$ cat config.mk
export PLATFORM = sky130hd
export DESIGN_NAME = nec_frame_receiver_flat
export DESIGN_NICKNAME = d
export VERILOG_FILES = /design/src/rtl/nec_frame_if.sv /design/src/rtl/nec_frame_receiver.sv /design/src/flat_wrapper.sv
export SDC_FILE = /design/constraint.sdc
export NUM_CORES = 1
export LEC_CHECK = 0
export CAP_MARGIN = 20
export CORE_UTILIZATION = 36
export DETAILED_ROUTE_END_ITERATION = 8
export GPL_TIMING_DRIVEN = 0
export HOLD_SLACK_MARGIN = 0.08
export PLACE_DENSITY = 0.51
export SLEW_MARGIN = 40
export SYNTH_ARGS = -nofsm -noshare
export SYNTH_HDL_FRONTEND = slang
export SYNTH_SLANG_ARGS = --single-unit
$ cat constraint.sdc
create_clock -name i_clk -period 4.5 [get_ports i_clk]
set_clock_uncertainty 0.1 [all_clocks]
set_input_delay 0.675 -clock i_clk [delete_from_list [all_inputs] [get_ports i_clk]]
set_output_delay 0.675 -clock i_clk [all_outputs]
set_load 0.02 [all_outputs]
$ cat src/rtl/nec_frame_if.sv
// Output bundle of the NEC frame receiver: decoded address/command, event strobes and FSM debug state.
interface nec_frame_if;
    // Strobes (o_valid, o_repeat, o_error) are single-cycle and carry no back-pressure.
    // The consumer samples o_addr/o_cmd in the o_valid cycle. There is no ready signal.
    logic [7:0] o_addr;
    logic [7:0] o_cmd;
    logic       o_valid;
    logic       o_repeat;
    logic       o_error;
    logic       o_busy;
    logic [2:0] dbg_state;

    modport master (output o_addr, o_cmd, o_valid, o_repeat, o_error, o_busy, dbg_state);
    modport slave  (input  o_addr, o_cmd, o_valid, o_repeat, o_error, o_busy, dbg_state);
endinterface

$ cat src/rtl/nec_frame_receiver.sv
// NEC IR frame receiver: times marks/spaces of the synchronized IR line, walks leader/data/repeat,
// and validates the 32-bit frame with an internal complement checksum.
module checksum_validator #(
    parameter int W = 32
) (
    input  logic [W-1:0] frame,
    output logic         pass
);
    // Each 16-bit group is {~byte, byte}; every inverted byte must match its partner.
    always_comb begin
        pass = 1'b1;
        for (int i = 0; i < W / 16; i++) begin
            if (frame[16*i+8 +: 8] != ~frame[16*i +: 8]) pass = 1'b0;
        end
    end
endmodule

module nec_frame_receiver #(
    parameter int CLKS_PER_HALF_UNIT = 14063,
    parameter int CNT_W              = 6
) (
    input  logic        i_clk,
    input  logic        i_rst_n,
    input  logic        i_ir_n,
    nec_frame_if.master bus
);
    localparam int               PRE_W    = $clog2(CLKS_PER_HALF_UNIT + 1);
    localparam logic [PRE_W-1:0] PRE_LAST = PRE_W'(CLKS_PER_HALF_UNIT - 1);

    localparam logic [CNT_W-1:0] LM_MIN = CNT_W'(28);
    localparam logic [CNT_W-1:0] LM_MAX = CNT_W'(36);
    localparam logic [CNT_W-1:0] LS_MIN = CNT_W'(14);
    localparam logic [CNT_W-1:0] LS_MAX = CNT_W'(18);
    localparam logic [CNT_W-1:0] RP_MIN = CNT_W'(7);
    localparam logic [CNT_W-1:0] RP_MAX = CNT_W'(9);
    localparam logic [CNT_W-1:0] B_MIN  = CNT_W'(1);
    localparam logic [CNT_W-1:0] B_MAX  = CNT_W'(3);
    localparam logic [CNT_W-1:0] S1_MIN = CNT_W'(5);
    localparam logic [CNT_W-1:0] S1_MAX = CNT_W'(7);

    typedef enum logic [2:0] {
        IDLE       = 3'd0,
        LEAD_MARK  = 3'd1,
        LEAD_SPACE = 3'd2,
        BIT_MARK   = 3'd3,
        BIT_SPACE  = 3'd4,
        CHECK      = 3'd5
    } state_t;

    state_t           state;
    logic             ir_s1, ir_s2, ir_d;
    logic             fall, rise;
    logic [PRE_W-1:0] presc;
    logic [CNT_W-1:0] w;
    logic [CNT_W-1:0] phase_max;
    logic             timeout;
    logic [4:0]       bit_idx;
    logic [31:0]      sr;
    logic             have_frame;
    logic             chk_pass;
    logic [7:0]       addr_q, cmd_q;
    logic             valid_q, repeat_q, error_q;

    function automatic logic in_rng(input logic [CNT_W-1:0] v,
                                    input logic [CNT_W-1:0] lo,
                                    input logic [CNT_W-1:0] hi);
        return (v >= lo) && (v <= hi);
    endfunction

    // Delay flop resets high with the synchronizer so reset release never looks like an edge.
    always_ff @(posedge i_clk or negedge i_rst_n) begin
        if (!i_rst_n) begin
            ir_s1 <= 1'b1;
            ir_s2 <= 1'b1;
            ir_d  <= 1'b1;
        end else begin
            ir_s1 <= i_ir_n;
            ir_s2 <= ir_s1;
            ir_d  <= ir_s2;
        end
    end

    assign fall = ir_d & ~ir_s2;
    assign rise = ~ir_d & ir_s2;

    always_ff @(posedge i_clk or negedge i_rst_n) begin
        if (!i_rst_n) begin
            presc <= '0;
            w     <= '0;
        end else if (fall || rise) begin
            presc <= '0;
            w     <= '0;
        end else if (presc == PRE_LAST) begin
            presc <= '0;
            if (w != '1) w <= w + 1'b1;
        end else begin
            presc <= presc + 1'b1;
        end
    end

    // Non-measuring states get an all-ones limit, which w can never exceed.
    always_comb begin
        phase_max = '1;
        case (state)
            LEAD_MARK:  phase_max = LM_MAX;
            LEAD_SPACE: phase_max = LS_MAX;
            BIT_MARK:   phase_max = B_MAX;
            BIT_SPACE:  phase_max = S1_MAX;
            default:    phase_max = '1;
        endcase
        timeout = (w > phase_max);
    end

    checksum_validator #(.W(32)) u_chk (
        .frame (sr),
        .pass  (chk_pass)
    );

    always_ff @(posedge i_clk or negedge i_rst_n) begin
        if (!i_rst_n) begin
            state      <= IDLE;
            bit_idx    <= '0;
            sr         <= '0;
            have_frame <= 1'b0;
            addr_q     <= '0;
            cmd_q      <= '0;
            valid_q    <= 1'b0;
            repeat_q   <= 1'b0;
            error_q    <= 1'b0;
        end else begin
            valid_q  <= 1'b0;
            repeat_q <= 1'b0;
            error_q  <= 1'b0;
            if (timeout) begin
                error_q    <= 1'b1;
                have_frame <= 1'b0;
                state      <= IDLE;
            end else begin
                case (state)
                    IDLE: if (fall) state <= LEAD_MARK;
                    LEAD_MARK: if (rise) state <= (w >= LM_MIN) ? LEAD_SPACE : IDLE;
                    LEAD_SPACE: if (fall) begin
                        if (in_rng(w, LS_MIN, LS_MAX)) begin
                            bit_idx <= '0;
                            state   <= BIT_MARK;
                        end else if (in_rng(w, RP_MIN, RP_MAX) && have_frame) begin
                            repeat_q <= 1'b1;
                            state    <= IDLE;
                        end else begin
                            error_q    <= 1'b1;
                            have_frame <= 1'b0;
                            state      <= IDLE;
                        end
                    end
                    BIT_MARK: if (rise) begin
                        if (in_rng(w, B_MIN, B_MAX)) begin
                            state <= BIT_SPACE;
                        end else begin
                            error_q    <= 1'b1;
                            have_frame <= 1'b0;
                            state      <= IDLE;
                        end
                    end
                    BIT_SPACE: if (fall) begin
                        if (in_rng(w, B_MIN, B_MAX) || in_rng(w, S1_MIN, S1_MAX)) begin
                            sr <= {in_rng(w, S1_MIN, S1_MAX), sr[31:1]};
                            if (bit_idx == 5'd31) begin
                                state <= CHECK;
                            end else begin
                                bit_idx <= bit_idx + 1'b1;
                                state   <= BIT_MARK;
                            end
                        end else begin
                            error_q    <= 1'b1;
                            have_frame <= 1'b0;
                            state      <= IDLE;
                        end
                    end
                    CHECK: begin
                        if (chk_pass) begin
                            addr_q     <= sr[7:0];
                            cmd_q      <= sr[23:16];
                            valid_q    <= 1'b1;
                            have_frame <= 1'b1;
                        end else begin
                            error_q    <= 1'b1;
                            have_frame <= 1'b0;
                        end
                        state <= IDLE;
                    end
                    default: state <= IDLE;
                endcase
            end
        end
    end

    assign bus.o_addr    = addr_q;
    assign bus.o_cmd     = cmd_q;
    assign bus.o_valid   = valid_q;
    assign bus.o_repeat  = repeat_q;
    assign bus.o_error   = error_q;
    assign bus.o_busy    = (state != IDLE);
    assign bus.dbg_state = state;
endmodule

$ cat src/flat_wrapper.sv
// flat-port wrapper written by rule: the top's interface ports become plain ports
module nec_frame_receiver_flat 
#(
    parameter int CLKS_PER_HALF_UNIT = 14063,
    parameter int CNT_W              = 6
)
  (i_clk, i_rst_n, i_ir_n, bus_o_addr, bus_o_cmd, bus_o_valid, bus_o_repeat, bus_o_error, bus_o_busy, bus_dbg_state);
  nec_frame_if bus_i ();
  input  logic i_clk;
  input  logic i_rst_n;
  input  logic i_ir_n;
  output wire logic [$bits(bus_i.o_addr)-1:0] bus_o_addr;
  output wire logic [$bits(bus_i.o_cmd)-1:0] bus_o_cmd;
  output wire logic [$bits(bus_i.o_valid)-1:0] bus_o_valid;
  output wire logic [$bits(bus_i.o_repeat)-1:0] bus_o_repeat;
  output wire logic [$bits(bus_i.o_error)-1:0] bus_o_error;
  output wire logic [$bits(bus_i.o_busy)-1:0] bus_o_busy;
  output wire logic [$bits(bus_i.dbg_state)-1:0] bus_dbg_state;
  assign bus_o_addr = bus_i.o_addr;
  assign bus_o_cmd = bus_i.o_cmd;
  assign bus_o_valid = bus_i.o_valid;
  assign bus_o_repeat = bus_i.o_repeat;
  assign bus_o_error = bus_i.o_error;
  assign bus_o_busy = bus_i.o_busy;
  assign bus_dbg_state = bus_i.dbg_state;
  nec_frame_receiver #(.CLKS_PER_HALF_UNIT(CLKS_PER_HALF_UNIT), .CNT_W(CNT_W)) u_core (.i_clk(i_clk), .i_rst_n(i_rst_n), .i_ir_n(i_ir_n), .bus(bus_i));
endmodule
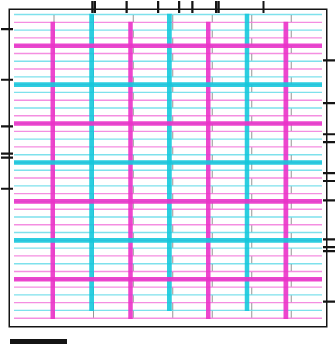
(run_1/power_grid.png)
Scale bar: 20 µm. Pins as bars on the die edge. Tap cells in gray.
[VDD] cyan
[VSS] magenta
signal pins: 26
met5 straps: 7
met1 rails: 40
met4 straps: 7
rows: 39

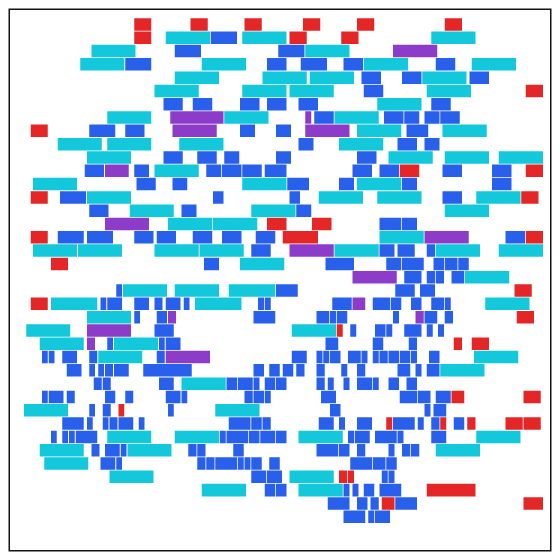
(run_1/placement_by_type.png)
[combinational and other logic] blue | cells: 263 | share of their area: 43%
[clock drivers and dummy loads] purple | cells: 16 | share of their area: 6.1%
[flops] cyan | cells: 83 | share of their area: 43%
[other buffers and delay cells] red | cells: 40 | share of their area: 7.9%

==> flow_metrics.py, run 1 <==
# Physical implementation metrics
metrics = {
    "outcome": {
        "status": "finished, final reports clean",
    },
    "die": {
        "chipWidth_um": 110.4,
        "dieArea_um2": 12180,
        "tapcell.inserted": 143,
        "initial_core_util_pct": 37.04,
        "placeable_core_region_um2": 11420,
        "io_pins": 26,
        "die_span_in_y_um": 110.4,
        "row_count": 39,
    },
    "worst_setup_path": {
        "worst-path-buf-inv": 4,
        "critical_path_depth": 12,
        "cp_top_family": "simple AND/OR/NAND/NOR gates",
        "startpoint_type": "flop",
        "worstPathCellList": "clkbuf_2 > nand2b_1 > clkbuf_1 > nand3_1 > ha_1 > nand4_1 > or2_1 > o31a_1 > buf_4 > nor3_4 > buf_12 > mux2_4",
        "required_time_reported_for_the_critical_path_endpoint_ns": 4.62,
        "worst-r2r-setup-slack_ns": 1.11,
        "worst_ep_arrival_time_ns": 3.50,
        "critical_path.endpoint": "u_core.bus.o_cmd[2]",
        "regToRegStartpoint": "u_core.bus.dbg_state[2]",
        "crit-reg2reg-capture": "u_core.bus.o_cmd[2]",
        "worst-setup-path-type": "flop to flop",
        "critical-path-max-stage-delay_ns": 0.45,
        "cp_max_fo": 10,
        "worst_setup_path_startpoint": "u_core.bus.dbg_state[2]",
        "critical-path-slowest-cell": "sky130_fd_sc_hd__nor3_4",
    },
    "drt": {
        "drc": 0,
        "met2_wirelength_um": 3676,
        "met1_wire_length_um": 4229,
        "wl_um": 8301,
        "top_layer": "met4",
        "num_vias": 2746,
        "routed_via_density": 5.039,
        "final_antenna_net_count": 0,
        "total_iterations_of_the_first_detailed_routing_run": 4,
        "avgRoutedWirePerCell_um": 15.23,
        "met3_length_um": 249,
        "initialDrtViolationCount": 110,
    },
    "global_routing": {
        "met3_usage_pct": 4.115,
        "busiest_layer": "met2",
        "globalRouteMet1Util_pct": 21.51,
        "first_pass_grt_wire_length_um": 13930,
        "overall_overflow_remaining_after_global_route": 0,
        "grt_max_degree": 47,
        "first_global_vias": 2764,
        "grt_antenna_before_repair": 0,
        "grt_met2_usage_pct": 22.58,
        "aggregate_global_route_resource_usage_pct": 15.34,
    },
    "power_and_ir_drop": {
        "power.share.combinational_pct": 13.0,
        "sequential_power_share_pct": 45.2,
        "cellPowerDensity_nw_per_um2": 349.0,
        "vdd.ir_drop.worst_v": 0.0002267,
        "p_leak_nw": 2.253,
        "clkPwrFrac_pct": 41.8,
        "net-switching-power_mw": 0.4515,
        "switching_share_pct": 25.91,
        "fin_total_pwr_mw": 1.743,
    },
    "final_layout": {
        "area.sequential_um2": 2081,
        "area_share_nonclk_buffers_pct": 7.642,
        "insertedDiodeCount": 0,
        "sh_seq_area_pct": 41.67,
        "largest_class": "sequential cells",
        "num-nonclk-inverters": 9,
        "layout_top_registers": "u_core.sr x32, u_core.presc x14",
        "logic_gates": 254,
        "comb_share_pct": 40.52,
        "layout_top_cell_excl_fill_tap": "sky130_fd_sc_hd__dfrtp_1",
        "max_ffs_per_register": 32,
        "number_of_inserted_filler_cells_in_the_final_layout": 1090,
        "area.growth.synth_to_final_pct": 18.08,
        "num-nonclk-buffers": 40,
        "fin_cells": 545,
        "layout.core_utilization_pct": 43.73,
        "multiInputGateArea_um2": 2023,
        "lay_top_cells": "80 x sky130_fd_sc_hd__dfrtp_1, 39 x sky130_fd_sc_hd__mux2_2, 34 x sky130_fd_sc_hd__nor2_1",
        "design.final.nets": 416,
        "final_design_area_no_fill_um2": 4994,
        "n_clock_buffer": 11,
        "nFlopsAndLatches": 83,
    },
    "synth": {
        "postSynth.topFlopCell": "sky130_fd_sc_hd__dfrtp_1",
        "muxShareOfSynthArea_pct": 13.58,
        "yosys_warnings": 0,
        "ys_sh_adder_pct": 4.734,
        "yosys.area_share.simple_pct": 15.50,
        "synth_xor_xnor_area_share_pct": 6.834,
        "synth.top_cells.by_area": "sky130_fd_sc_hd__dfrtp_1 47%, sky130_fd_sc_hd__mux2_2 10%, sky130_fd_sc_hd__xnor2_1 5.2%",
        "edf_count": 0,
        "synth.yosys.seq_area_share_pct": 49.20,
        "cells_after_synthesis": 360,
        "yosys-stat-area_um2": 4229,
        "synthesis.nets": 379,
        "netlist_logic_family_top": "simple AND/OR/NAND/NOR gates",
        "synthDominantCellAreaShare_pct": 47.34,
        "synth-cells-yosys": 360,
        "syn_std_cell_area_um2": 4229,
        "yosys_register_bits": 83,
        "async_flop_share_pct": 100.0,
        "synth.cellmix.compoundShare_pct": 6.923,
        "most_numerous_cell_in_the_yosys_netlist": "sky130_fd_sc_hd__dfrtp_1",
        "synthTopCellsByCount": "80 x sky130_fd_sc_hd__dfrtp_1, 39 x sky130_fd_sc_hd__mux2_2, 34 x sky130_fd_sc_hd__nor2_1",
        "synth.avg_cell_area_um2": 11.75,
        "netlist-cell-type-count": 59,
    },
    "final_timing": {
        "maxClockFrequency_mhz": 295.4,
        "min_period_over_period_pct": 75.22,
        "layout_min_cycle_time_ns": 3.385,
        "final_hold_viol_count": 0,
        "slew_violations": 0,
        "final_critical_path_setup_slack_ns": 1.115,
        "worst_hold_slack_ns": 0.1366,
        "setup-tns-final_ns": 0,
        "worst-slew-pin-transition_ns": 0.5842,
        "worst_slew_margin_rel_pct": 60.92,
    },
    "clocking": {
        "cts-buffers-inserted": 9,
        "cts.reportedPaths.clkPinSlew_ns": 0.06,
        "postCtsResizedCells": 0,
        "clock_insertion_delay_worst_skew_ns": 0.34,
        "clock-root-buffer": "sky130_fd_sc_hd__clkbuf_16",
        "post_cts_buffers": 0,
        "post_cts_hold_buffer_count": 0,
        "cts_tree": "done",
        "cts-htree-levels": 3,
    },
    "run": {
        "max-cap-violations": 0,
        "warning_count": 31,
    },
    "placed_design": {
        "io_buffers": 25,
        "postPlaceCellArea_um2": 4698,
        "dp.cells": 529,
        "detailedPlacementHpwl_um": 5727,
        "gp_congestion": 0.8375,
    },
    "min_path": {
        "hp-class": "input port to asynchronous set/reset pin",
    },
}
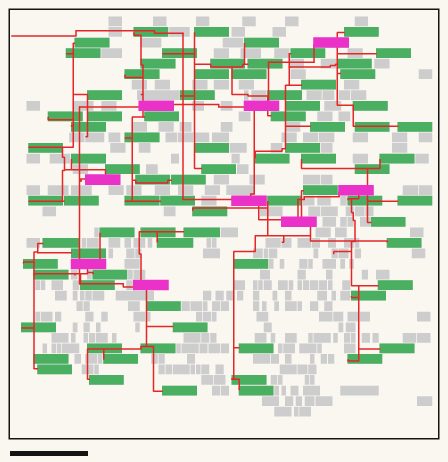
(run_1/clk_routes.png)
Scale bar: 20 µm.
[clock wires] red | length: 1130 µm
[clock drivers] magenta | count: 9
[flip-flops] green | count: 83
flops lie: all over the die

-- run 1: power by group through the flow --
| stage | Combinational (mW) | Clock, mW | Sequential, mW |
|---|---|---|---|
| 3_3_place_gp | 0.220 | 0 | 0.803 |
| 3_5_place_dp | 0.229 | 0 | 0.802 |
| 4_1_cts | 0.229 | 0.764 | 0.789 |
| 6_report | 0.227 | 0.728 | 0.788 |
| 5_1_grt | 0.255 | 0.784 | 0.790 |
| 2_1_floorplan | 0.144 | 0 | 0.800 |
==> run 2, diff against run 1 <==
--- a/config.mk
+++ b/config.mk
@@ -10,7 +10,7 @@
 export DETAILED_ROUTE_END_ITERATION = 8
 export GPL_TIMING_DRIVEN = 0
 export HOLD_SLACK_MARGIN = 0.08
-export PLACE_DENSITY = 0.51
+export PLACE_DENSITY = 0.53
 export SLEW_MARGIN = 40
 export SYNTH_ARGS = -nofsm -noshare
 export SYNTH_HDL_FRONTEND = slang
==> constraint.sdc (replaced) <==
create_clock -name i_clk -period 3 [get_ports i_clk]
set_clock_uncertainty 0.1 [all_clocks]
set_input_delay 0.45 -clock i_clk [delete_from_list [all_inputs] [get_ports i_clk]]
set_output_delay 0.45 -clock i_clk [all_outputs]
set_load 0.02 [all_outputs]
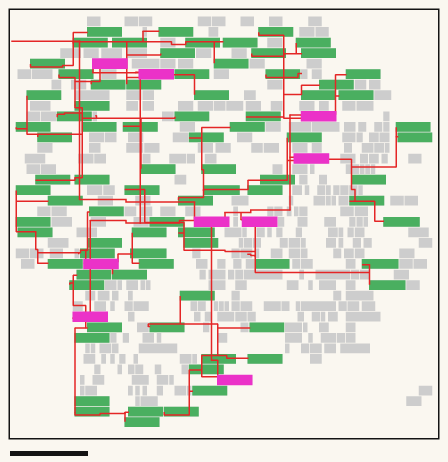
(run_2/clk_routes.png)
Scale bar: 20 µm.
[clock drivers] magenta | count: 9
[flip-flops] green | count: 83
[clock wires] red | length: 1150 µm
routed clock nets: 10

==> flow_metrics.py, run 2 <==
# Physical implementation metrics
metrics = {
    "run": {
        "warning_count": 33,
        "max-cap-violations": 0,
    },
    "worst_setup_path": {
        "cp-end-kind": "flop",
        "worstPathCellList": "or3b_4 > buf_6 > nand3_2 > ha_4 > a21oi_2 > nor2_2 > o31a_1 > buf_6 > nor3_4 > buf_12 > clkbuf_16 > mux2_4",
        "regToRegStartpoint": "u_core.bus.dbg_state[0]",
        "cp_max_fo": 8,
        "worst_ep_arrival_time_ns": 3.07,
        "reg2regPathDepth": 12,
        "required_time_reported_for_the_critical_path_endpoint_ns": 3.13,
        "timing.critical_path.mode_cell": "sky130_fd_sc_hd__buf_6",
        "startpoint_type": "flop",
        "worst-r2r-setup-slack_ns": 0.06,
        "critical-path-max-stage-delay_ns": 0.46,
        "crit-reg2reg-capture": "u_core.bus.o_addr[5]",
        "worst-setup-path-type": "flop to flop",
        "critical-path-slowest-cell": "sky130_fd_sc_hd__dfrtp_2",
        "worst_setup_path_startpoint": "u_core.bus.dbg_state[0]",
        "critical_path.endpoint": "u_core.bus.o_addr[5]",
    },
    "synth": {
        "yosys_register_bits": 83,
        "netlist-cell-type-count": 59,
        "most_numerous_cell_in_the_yosys_netlist": "sky130_fd_sc_hd__dfrtp_1",
        "synth.cellmix.compoundShare_pct": 6.923,
        "synth.top_cells.by_area": "sky130_fd_sc_hd__dfrtp_1 47%, sky130_fd_sc_hd__mux2_2 10%, sky130_fd_sc_hd__xnor2_1 5.2%",
        "yosys-stat-area_um2": 4229,
        "synth.avg_cell_area_um2": 11.75,
        "edf_count": 0,
        "synthTopCellsByCount": "80 x sky130_fd_sc_hd__dfrtp_1, 39 x sky130_fd_sc_hd__mux2_2, 34 x sky130_fd_sc_hd__nor2_1",
        "syn_std_cell_area_um2": 4229,
        "synth_xor_xnor_area_share_pct": 6.834,
        "post_synthesis_cell_type_with_the_largest_combined_area": "sky130_fd_sc_hd__dfrtp_1",
        "synthDominantCellAreaShare_pct": 47.34,
        "yosys_warnings": 0,
        "cells_after_synthesis": 360,
        "ys_sh_adder_pct": 4.734,
        "yosys.area_share.simple_pct": 15.50,
        "netlist_logic_family_top": "simple AND/OR/NAND/NOR gates",
        "synthesis.nets": 379,
        "synth-cells-yosys": 360,
        "postSynth.topFlopCell": "sky130_fd_sc_hd__dfrtp_1",
        "synth.yosys.seq_area_share_pct": 49.20,
        "muxShareOfSynthArea_pct": 13.58,
        "async_flop_share_pct": 100.0,
    },
    "final_layout": {
        "num-nonclk-buffers": 55,
        "multiInputGateArea_um2": 2097,
        "area_share_clock_buf_inv_pct": 5.078,
        "fin_cells": 560,
        "layout-drive-gt1-share_pct": 28.30,
        "lay_top_cells": "77 x sky130_fd_sc_hd__dfrtp_1, 39 x sky130_fd_sc_hd__mux2_2, 33 x sky130_fd_sc_hd__nor2_1",
        "number_of_inserted_filler_cells_in_the_final_layout": 1073,
        "n_clock_buffer": 12,
        "final_design_area_no_fill_um2": 5224,
        "num-nonclk-inverters": 9,
        "comb_share_pct": 40.14,
        "layout_top_registers": "u_core.sr x32, u_core.presc x14",
        "insertedDiodeCount": 0,
        "layout.core_utilization_pct": 45.75,
        "largest_class": "combinational gates",
        "registers.top_by_ff_count": "u_core.sr",
        "design.final.nets": 431,
        "layout_top_cell_excl_fill_tap": "sky130_fd_sc_hd__dfrtp_1",
        "sh_seq_area_pct": 39.90,
        "area.growth.synth_to_final_pct": 23.52,
        "nFlopsAndLatches": 83,
        "area_share_nonclk_buffers_pct": 10.80,
        "max_ffs_per_register": 32,
        "area.sequential_um2": 2085,
        "logic_gates": 254,
    },
    "power_and_ir_drop": {
        "vdd.ir_drop.worst_v": 0.0003160,
        "cellPowerDensity_nw_per_um2": 490.3,
        "fin_total_pwr_mw": 2.561,
        "p_leak_nw": 2.325,
    },
    "final_timing": {
        "slew_violations": 0,
        "layout_min_cycle_time_ns": 2.942,
        "worst_slew_margin_rel_pct": 60.36,
        "worst-slew-pin-transition_ns": 0.5926,
        "maxClockFrequency_mhz": 339.9,
        "worst_hold_slack_ns": 0.2523,
        "setup-tns-final_ns": 0,
        "setup_violations": 0,
        "final_critical_path_setup_slack_ns": 0.05795,
        "final_hold_viol_count": 0,
        "min_period_over_period_pct": 98.07,
    },
    "placed_design": {
        "dp.cells": 529,
        "detailedPlacementHpwl_um": 5686,
        "preCtsSetupSlack_ns": -0.2883,
        "gp_congestion": 0.8242,
        "postPlaceCellArea_um2": 4757,
        "io_buffers": 25,
    },
    "clocking": {
        "postCtsResizedCells": 2,
        "cts-root-to-sink-buffers": 2,
        "cts.reportedPaths.clkPinSlew_ns": 0.06,
        "cts-htree-levels": 3,
        "clock_insertion_delay_worst_skew_ns": 0.34,
        "post_cts_hold_buffer_count": 1,
        "post_cts_buffers": 4,
        "clock-root-buffer": "sky130_fd_sc_hd__clkbuf_16",
        "cts-buffers-inserted": 9,
        "cts_tree": "done",
    },
    "min_path": {
        "hold_depth": 0,
        "timing.hold.worst_endpoint": "u_core.ir_s2",
        "hp-class": "flop to flop",
        "hold_start": "u_core.ir_s1",
    },
    "global_routing": {
        "busiest_layer": "met1",
        "grt_max_degree": 52,
        "first_pass_grt_wire_length_um": 14280,
        "grt_met2_usage_pct": 21.87,
        "globalRouteMet1Util_pct": 22.77,
        "grt_antenna_before_repair": 0,
        "aggregate_global_route_resource_usage_pct": 15.58,
        "first_global_vias": 2767,
        "overall_overflow_remaining_after_global_route": 0,
        "met3_usage_pct": 2.822,
    },
    "drt": {
        "met1_wire_length_um": 4268,
        "num_vias": 2862,
        "avgRoutedWirePerCell_um": 15.19,
        "final_antenna_net_count": 0,
        "total_iterations_of_the_first_detailed_routing_run": 4,
        "routed_via_density": 5.111,
        "top_layer": "met4",
        "initialDrtViolationCount": 146,
        "wl_um": 8508,
        "met2_wirelength_um": 3787,
        "met3_length_um": 286,
        "drc": 0,
    },
    "die": {
        "io_pins": 26,
        "placeable_core_region_um2": 11420,
        "initial_core_util_pct": 37.04,
        "tapcell.inserted": 143,
        "chipWidth_um": 110.4,
        "dieArea_um2": 12180,
        "row_count": 39,
        "die_span_in_y_um": 110.4,
    },
    "outcome": {
        "status": "finished, final reports clean",
    },
}
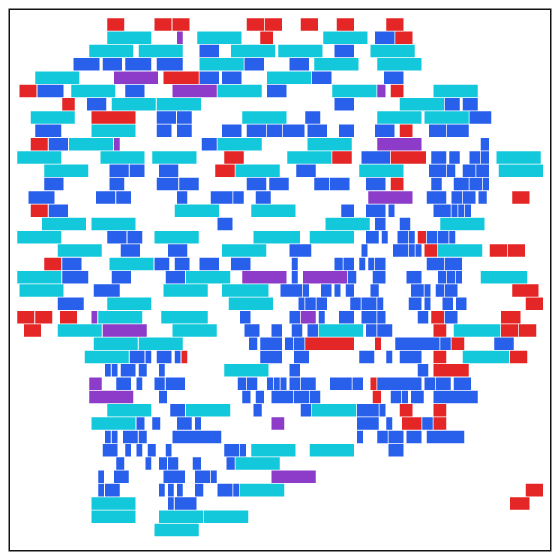
(run_2/placement_by_type.png)
[clock drivers and dummy loads] purple | cells: 16 | share of their area: 5.3%
[combinational and other logic] blue | cells: 263 | share of their area: 42%
[flops] cyan | cells: 83 | share of their area: 41%
[other buffers and delay cells] red | cells: 55 | share of their area: 11%

==> run 2: cell count changes in the layout (fill, tap and decap cells not counted), sizes merged <==
cell,before,now
buf,10,24
clkinv,3,2
dlygate4sd3,0,1
clkinvlp,1,2
bufinv,1,0
clkbuf,17,18
==> run 2: worst max-delay path: cells and delay by family, from the launching register on <==
kind,cells,cell delay (ns)
AOI/OAI and AO/OA,2,0.43
adders and majority gates,1,0.20
buffers and inverters,4,0.58
DFF,1,0.46
muxes,1,0.29
and+or+nand+nor,4,0.76
==> run 2: power breakdown <==
group | leakage (nW) | internal [mW] | switching (mW)
clock | 0.123 | 0.562 | 0.446
sequential | 1.14 | 1.15 | 0.0377
combinational | 1.06 | 0.144 | 0.225
total | 2.33 | 1.85 | 0.709
==> run 3, diff against run 2 <==
--- a/config.mk
+++ b/config.mk
@@ -6,11 +6,12 @@
 export NUM_CORES = 1
 export LEC_CHECK = 0
 export CAP_MARGIN = 20
-export CORE_UTILIZATION = 36
+export CORE_UTILIZATION = 47
 export DETAILED_ROUTE_END_ITERATION = 8
 export GPL_TIMING_DRIVEN = 0
 export HOLD_SLACK_MARGIN = 0.08
-export PLACE_DENSITY = 0.53
+export PLACE_DENSITY = 0.66
+export SKIP_CTS_REPAIR_TIMING = 1
 export SLEW_MARGIN = 40
 export SYNTH_ARGS = -nofsm -noshare
 export SYNTH_HDL_FRONTEND = slang
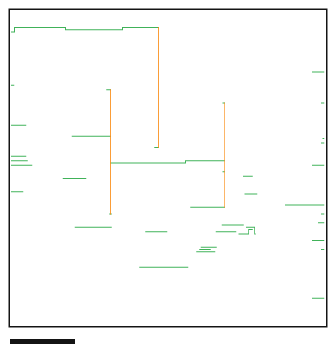
(run_3/wires.png)
Scale bar: 20 µm. Only two layers are drawn.
[metal 4] orange | wire length: 107 µm
[metal 3] green | wire length: 244 µm

==> flow_metrics.py, run 3 <==
# Physical implementation metrics
metrics = {
    "drt": {
        "wl_um": 7997,
        "met1_wire_length_um": 4007,
        "top_layer": "met4",
        "initialDrtViolationCount": 86,
        "num_vias": 2818,
        "avgRoutedWirePerCell_um": 15.47,
        "routed_via_density": 5.451,
        "met3_length_um": 244,
        "met2_wirelength_um": 3638,
        "total_iterations_of_the_first_detailed_routing_run": 4,
        "drc": 0,
        "final_antenna_net_count": 0,
    },
    "global_routing": {
        "overall_overflow_remaining_after_global_route": 0,
        "first_global_vias": 2773,
        "grt_antenna_before_repair": 0,
        "busiest_layer": "met2",
        "globalRouteMet1Util_pct": 26.05,
        "met3_usage_pct": 3.829,
        "first_pass_grt_wire_length_um": 13590,
        "grt_max_degree": 47,
        "aggregate_global_route_resource_usage_pct": 18.01,
        "grt_met2_usage_pct": 26.38,
    },
    "synth": {
        "synthesis.nets": 379,
        "post_synthesis_cell_type_with_the_largest_combined_area": "sky130_fd_sc_hd__dfrtp_1",
        "cells_after_synthesis": 360,
        "synth.avg_cell_area_um2": 11.75,
        "synth.top_cells.by_area": "sky130_fd_sc_hd__dfrtp_1 47%, sky130_fd_sc_hd__mux2_2 10%, sky130_fd_sc_hd__xnor2_1 5.2%",
        "synthTopCellsByCount": "80 x sky130_fd_sc_hd__dfrtp_1, 39 x sky130_fd_sc_hd__mux2_2, 34 x sky130_fd_sc_hd__nor2_1",
        "yosys_warnings": 0,
        "most_numerous_cell_in_the_yosys_netlist": "sky130_fd_sc_hd__dfrtp_1",
        "yosys-stat-area_um2": 4229,
        "postSynth.topFlopCell": "sky130_fd_sc_hd__dfrtp_1",
        "yosys_register_bits": 83,
        "netlist-cell-type-count": 59,
        "synthDominantCellAreaShare_pct": 47.34,
        "synth-cells-yosys": 360,
        "edf_count": 0,
        "async_flop_share_pct": 100.0,
        "syn_std_cell_area_um2": 4229,
        "synth.yosys.seq_area_share_pct": 49.20,
    },
    "clocking": {
        "cts_tree": "done",
        "cts-buffers-inserted": 9,
        "cts-root-to-sink-buffers": 2,
        "clock-root-buffer": "sky130_fd_sc_hd__clkbuf_8",
        "clock-sinks": 83,
        "cts.reportedPaths.clkPinSlew_ns": 0.09,
        "clock_insertion_delay_worst_skew_ns": 0.35,
        "cts-htree-levels": 3,
    },
    "power_and_ir_drop": {
        "cellPowerDensity_nw_per_um2": 479.5,
        "fin_total_pwr_mw": 2.412,
        "vdd.ir_drop.worst_v": 0.0002611,
        "p_leak_nw": 2.269,
        "clkPwrFrac_pct": 36.3,
        "net-switching-power_mw": 0.6594,
        "switching_share_pct": 27.34,
        "clk-power_mw": 0.877,
        "top_power_group": "sequential cells",
        "p_int_mw": 1.752,
        "sequential_power_share_pct": 48.9,
        "seq-power_mw": 1.18,
        "power.share.combinational_pct": 14.7,
        "comb_cell_power_mw": 0.355,
    },
    "final_layout": {
        "layout.core_utilization_pct": 57.68,
        "insertedDiodeCount": 0,
        "layout-drive-gt1-share_pct": 26.16,
        "design.final.nets": 423,
        "lay_top_cells": "78 x sky130_fd_sc_hd__dfrtp_1, 39 x sky130_fd_sc_hd__mux2_2, 33 x sky130_fd_sc_hd__nor2_1",
        "fin_cells": 517,
        "area.growth.synth_to_final_pct": 18.93,
        "layout_top_registers": "u_core.sr x32, u_core.presc x14",
        "layout_top_cell_excl_fill_tap": "sky130_fd_sc_hd__dfrtp_1",
        "registers.top_by_ff_count": "u_core.sr",
        "final_design_area_no_fill_um2": 5030,
        "max_ffs_per_register": 32,
    },
    "placed_design": {
        "gp_congestion": 0.8815,
        "preCtsSetupSlack_ns": -0.3449,
        "postPlaceCellArea_um2": 4702,
        "io_buffers": 25,
        "dp.cells": 494,
        "detailedPlacementHpwl_um": 5515,
    },
    "worst_setup_path": {
        "timing.critical_path.mode_cell": "sky130_fd_sc_hd__buf_6",
        "worst-r2r-setup-slack_ns": 0.09,
        "cp-end-kind": "flop",
        "reg2regPathDepth": 11,
        "cp_top_family": "simple AND/OR/NAND/NOR gates",
        "worst_ep_arrival_time_ns": 3.05,
        "critical_path_depth": 11,
        "cp_max_fo": 10,
        "crit-reg2reg-capture": "u_core.bus.o_cmd[6]",
        "worst_setup_path_startpoint": "u_core.bus.dbg_state[2]",
        "critical_path.endpoint": "u_core.bus.o_cmd[6]",
        "startpoint_type": "flop",
        "worst-path-buf-inv": 4,
        "critical-path-max-stage-delay_ns": 0.37,
        "worstPathCellList": "clkbuf_8 > or3b_1 > buf_6 > nand2_2 > ha_4 > a21o_1 > o31a_1 > buf_6 > nor3_4 > buf_12 > mux2_4",
        "worst-setup-path-type": "flop to flop",
        "regToRegStartpoint": "u_core.bus.dbg_state[2]",
        "critical-path-slowest-cell": "sky130_fd_sc_hd__dfrtp_2",
        "required_time_reported_for_the_critical_path_endpoint_ns": 3.13,
    },
    "final_timing": {
        "min_period_over_period_pct": 97.16,
        "layout_min_cycle_time_ns": 2.915,
        "worst_hold_slack_ns": 0.2660,
        "worst_slew_margin_rel_pct": 61.19,
        "slew_violations": 0,
        "final_critical_path_setup_slack_ns": 0.08521,
        "final_hold_viol_count": 0,
        "setup_violations": 0,
        "worst-slew-pin-transition_ns": 0.5801,
        "setup-tns-final_ns": 0,
        "maxClockFrequency_mhz": 343.1,
    },
    "die": {
        "io_pins": 26,
        "die_span_in_y_um": 96.86,
        "dieArea_um2": 9381,
        "initial_core_util_pct": 48.49,
        "chipWidth_um": 96.86,
        "placeable_core_region_um2": 8721,
        "row_count": 34,
    },
    "min_path": {
        "hold_start": "u_core.ir_s1",
        "timing.hold.worst_endpoint": "u_core.ir_s2",
        "hp-class": "flop to flop",
        "hold_depth": 0,
    },
    "outcome": {
        "status": "finished, final reports clean",
    },
    "run": {
        "max-cap-violations": 0,
        "warning_count": 32,
    },
}
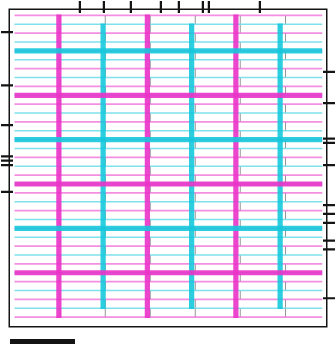
(run_3/power_grid.png)
Scale bar: 20 µm. Pins as bars on the die edge. Tap cells in gray.
[VDD] cyan
[VSS] magenta
met1 rails: 35
met5 straps: 6
met4 straps: 6
rows: 34
signal pins: 26

[run 3: logic make-up (layout without fill, tap and decap cells)]
family | after synthesis | count (layout) | synth area share, %
buffers and inverters | 23 | 72 | 3.225
and+or+nand+nor | 119 | 119 | 15.50
DFF | 83 | 83 | 49.20
AOI/OAI and AO/OA | 38 | 38 | 6.924
adders and majority gates | 16 | 16 | 4.734
xor gates and xnor gates | 33 | 33 | 6.834
muxes | 48 | 48 | 13.58
[run 3: area by class of cell]
cell class / count / area (µm²)
tap: 108 / 135.1
inverter: 9 / 33.78
multi-input combinational: 254 / 2082
fill: 722 / 3691
sequential: 83 / 2083
clock buffer: 11 / 131.4
buffer: 12 / 111.4
clock inverter: 5 / 78.83
timing repair buffer: 35 / 374.1

==> layout pictures side by side <==
Clock nets.
panel A
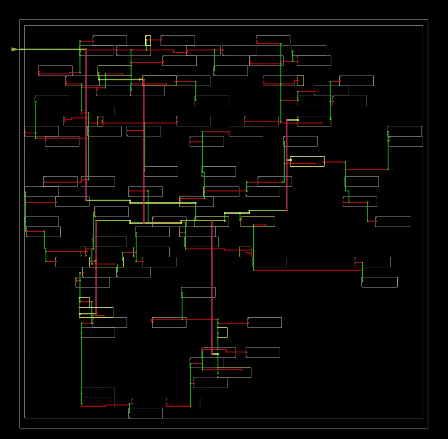
panel B
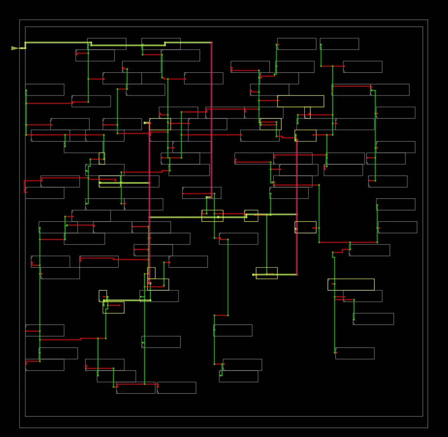
panel C
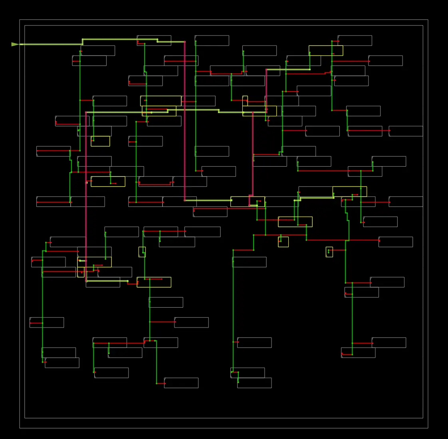
panel B: run 3
panel A: run 2
panel C: run 1

No activity file was given, so power comes from the tool's default toggle rates.
